Figure 1. Wiring by layer (run 1).
Drawn at 8 px/µm.
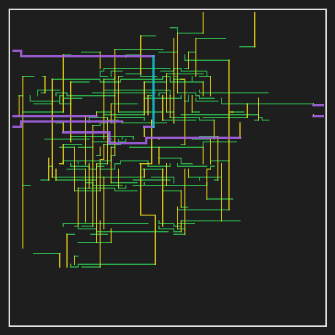
Figure 2. Signal wires on met3 (run 1).
Drawn at 12 px/µm.
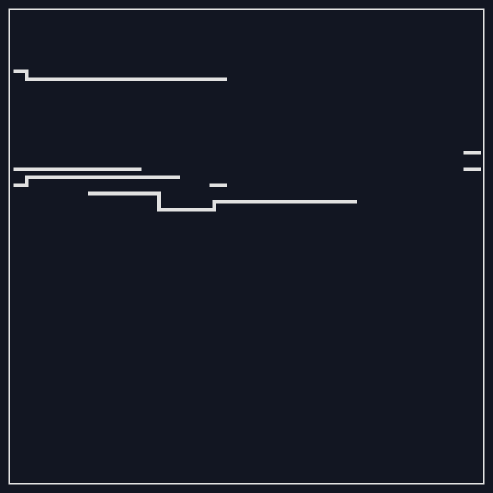
Figure 3. Routed clock nets over the placement (run 1).
Drawn at 12 px/µm.
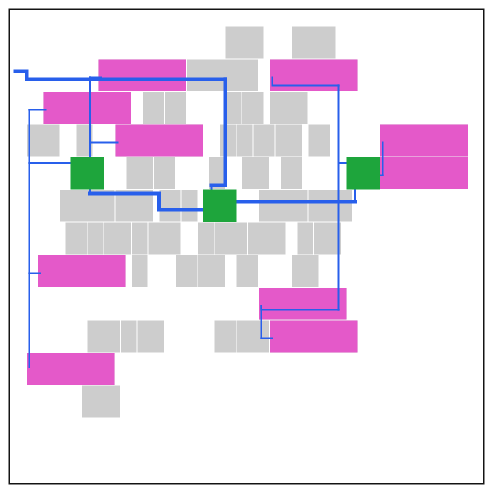
Figure 4. Selected gate families (run 1).
Drawn at 8 px/µm.
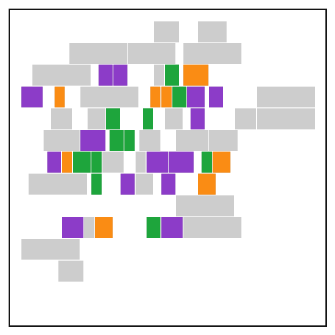
==> config.mk <==
export PLATFORM = sky130hd
export DESIGN_NAME = debouncer
export DESIGN_NICKNAME = d
export VERILOG_FILES = /design/src/rtl/debouncer_pkg.sv /design/src/rtl/debouncer_synchronizer.sv /design/src/rtl/debouncer.sv
export SDC_FILE = /design/constraint.sdc
export NUM_CORES = 1
export LEC_CHECK = 0
export CORE_UTILIZATION = 35
export DETAILED_ROUTE_END_ITERATION = 16
export DONT_BUFFER_PORTS = 1
export PLACE_DENSITY = 0.58
export SYNTH_ARGS = -nofsm -noshare
export SYNTH_HDL_FRONTEND = slang
export SYNTH_SLANG_ARGS = --single-unit
==> constraint.sdc <==
create_clock -name clock -period 3.6 [get_ports clock]
set_clock_uncertainty 0.2 [all_clocks]
set_input_delay 0.36 -clock clock [delete_from_list [all_inputs] [get_ports clock]]
set_output_delay 0.36 -clock clock [all_outputs]
set_load 0.05 [all_outputs]
==> results.ini <==
[status]
outcome=finished, final reports clean

[logic_synthesis]
area_of_the_mapped_netlist_um2=490
area_fraction_in_full_adders_half_adders_and_majority_gates_pct=2.55
simple_gate_area_share_pct=26.0
post_synth_ao_oa_area_fraction_pct=19.9
synthesis.yosys.warnings=0
ys_chip_area_um2=490
ys.flops=10
synthesis.area_per_instance_um2=8.60
enable_flop_cells=0
xor_xnor_cells_area_fraction_pct=3.32
muxShareOfSynthArea_pct=4.34
yosysUniqueCellTypes=27
ys_top_logic_family=simple AND/OR/NAND/NOR gates
synthFlopType=sky130_fd_sc_hd__dfxtp_1
async_sr_flop_fraction_pct=0
synthesis.nets=61
ys_cells=57
synthesis.instances=57

[timing]
setup-tns-final_ps=0
final_hold_viol_count=0
tightest_slew_ps=679
timing.final.max_slew_violations=0
rsz0062_at_grt=false
setup-violations-final=0
slew-limit-headroom_pct=54.6

[critical_path]
crit_path_max_incr_delay_ps=760
critical_path_start_type=flip-flop
ff2ff_path_depth=3
path_max_fanout=8
path_buffers=0
rrSetupSlack_ps=1890
endpoint_kind=flip-flop
crit_type=reg2reg
critical_path.top_delay_family=flip-flops
timing.critical_path.depth=3
critical-path-slowest-cell=sky130_fd_sc_hd__dfxtp_1
crit_path_cell_trace=nand2_2, or3_1, a21oi_1
worst-endpoint-arrival_ps=1700
cp.required_ps=3590

[cts]
htree_num_levels=1
clock_tree_from_tritoncts=built
cts_root_buf=sky130_fd_sc_hd__clkbuf_4
cts.repair.resized=0
postCtsSetupBuffers=0
max-clock-path-buffers=2
cts_made_buffers=3
clk_pin_slew_ps=60
clk_sink_count=10

[detailed_routing]
route.detailed.drc=0
drt-pass1-iter-count=4
route.detailed.vias_per_inst=5.29
wire_per_inst_um=12.1
detailedRoute.firstIterationViolations=9

[pwr]
power.density_mw_per_mm2=384
power_leakage_uw=0.000199
finalPower_uw=207
ir_drop_mv=0.221

[global_route]
antenna_found_initial=0
via_count_of_the_first_global_routing_pass=351
grt-ovfl-total=0
largest_net_degree_at_the_start_of_global_routing=9
grt_pass1_wl_mm=1.49

[final_layout]
area_growth_pct=9.69
finish.instance_area_um2=538
fin_util_pct=41.3
final_layout_size_suffix_gt1_share_pct=15.0
number_of_flip_flops_under_the_largest_register_name=5
finish.net_count=66
antenna-diode-count=0

[floorplanning]
fp.dieW_um=39.4
boundary_pin_count=7
design.core.area_mm2=0.00130
rows=13
floorplan.initialDensity_pct=37.7

[placement]
placement.io_buffers=0
place.detailed.instances=71
place_congestion=0.767
post-dp-hpwl_um=667

[job]
maxCapViolCount=0
openroad.warnings=26

[worst_hold_path]
min_delay_path_depth=2

Notes on Figure 1 above:
legend:
  green:
    layer: met1
    wire_length: 476 µm
  yellow:
    layer: met2
    wire_length: 349 µm
  purple:
    layer: met3
    wire_length: 70.3 µm
  cyan:
    layer: met4
    wire_length: 8.80 µm
GR Util All Layers: 15.0%
routed via count: 397

Notes on Figure 2 above:
main direction: horizontal
share of all routed wire: 7.8%
wire length on this layer: 70.3 µm
global-route track usage on met3: 11.9%
total wire length: 904 µm

Notes on Figure 3 above:
legend:
  magenta:
    item: flip-flops
    count: 10
  green:
    item: cells driving clock nets
    count: 3
  blue:
    item: clock wires
    length: 137 µm
routed clock nets: 4
insertion delay at the late pin of the worst-skew pair: 260 ps
relative contribution of the clock network to total power: 35.2%
total clock network power: 72.9 µW

Notes on Figure 4 above:
legend:
  green:
    family: NAND gates
    cells: 11
  orange:
    family: NOR gates
    cells: 8
  purple:
    family: inverting AOI/OAI gates
    cells: 14
Comb area share: 51.2%
Final Non-Filler Cells: 75
most frequent standard cell in the layout excluding fill and tap cells: sky130_fd_sc_hd__dfxtp_1

run 1: worst register-to-register path, cell delays in order (launching register included):
cell and delay (ps):
sky130_fd_sc_hd__dfxtp_1 760, sky130_fd_sc_hd__nand2_2 160, sky130_fd_sc_hd__or3_1 380, sky130_fd_sc_hd__a21oi_1 140
run 1: cells by family after synthesis:
logic type / after synthesis
xor gates and xnor gates: 1
buffers and inverters: 4
and+or+nand+nor: 24
AOI/OAI and AO/OA: 15
adders and majority gates: 1
muxes: 2
DFF: 10
run 1: per-layer routing:
metal | share of wire [%] | global-route usage [%] | vias to the layer above
met1 | 53 | 20.3 | 172
li1 | - | - | 213
met5 | 0 | 0 | -
met2 | 38 | 18.0 | 10
met3 | 7.7 | 11.9 | 2
met4 | 0.88 | 2.59 | 0
run 1: Yosys cell counts, drive strengths merged, types with 2 or more instances:
library cell   n  area (µm²)
inv            3        11.3
dfxtp         10         200
a21oi          3        15.0
and3           3        20.0
nor2           4        15.0
nor2b          2        12.5
o21ai          4        20.0
nand3          5        25.0
nand2          6        25.0
o21bai         2        15.0
run 1: cells in the final DEF, fill, tap and decap left out:
master                          Yosys  layout
sky130_fd_sc_hd__o21ai_0            4       4
sky130_fd_sc_hd__nor2_1             4       4
sky130_fd_sc_hd__inv_1              3       3
sky130_fd_sc_hd__ha_1               1       1
sky130_fd_sc_hd__a2bb2oi_1          1       1
sky130_fd_sc_hd__and2b_2            1       1
sky130_fd_sc_hd__nor2b_1            2       2
sky130_fd_sc_hd__mux2_2             1       1
sky130_fd_sc_hd__o21bai_1           2       2
sky130_fd_sc_hd__or3_1              1       1
sky130_fd_sc_hd__nand3_1            5       5
sky130_fd_sc_hd__a31oi_1            1       1
sky130_fd_sc_hd__o2111ai_1          1       1
sky130_fd_sc_hd__and3_1             2       2
sky130_fd_sc_hd__nand2_1            5       5
sky130_fd_sc_hd__nor4b_1            1       1
sky130_fd_sc_hd__a211oi_1           1       1
sky130_fd_sc_hd__clkbuf_4           0       3
sky130_fd_sc_hd__and3_2             1       1
sky130_fd_sc_hd__xor2_2             1       1
sky130_fd_sc_hd__a31o_2             1       1
sky130_fd_sc_hd__o31ai_1            1       1
sky130_fd_sc_hd__dlygate4sd3_1      0       1
sky130_fd_sc_hd__dfxtp_1           10      10
sky130_fd_sc_hd__nor4_1             1       1
sky130_fd_sc_hd__a21oi_1            3       3
sky130_fd_sc_hd__nand2_2            1       1
sky130_fd_sc_hd__mux2i_1            1       1
run 1: through the flow:
step	hold slack (ps)	setup slack [ps]
after floorplan	239	2160
after global placement	245	1900
after detailed placement	244	1910
after CTS	10.0	1890
after global routing	14.8	1740
final	18.1	1890
run 1: timing repair:
action,CTS,global route
endpoints found under the setup margin,0,0
hold endpoints to repair,1,0
hold buffers,1,0
run 1: report_power, final:
group          switching [µW]  internal [µW]
logic                    6.34           4.87
clock network            34.4           38.4
registers                9.28            113
run 1: cell type report:
type	instances	area (µm²)
Clock buffer	3	22.5
Multi-Input combinational cell	43	275
Inverter	3	11.3
Tap cell	15	18.8
Timing Repair Buffer	1	10.0
Fill cell	145	763
Sequential cell	10	200
Power and IR drop assume default switching activity.
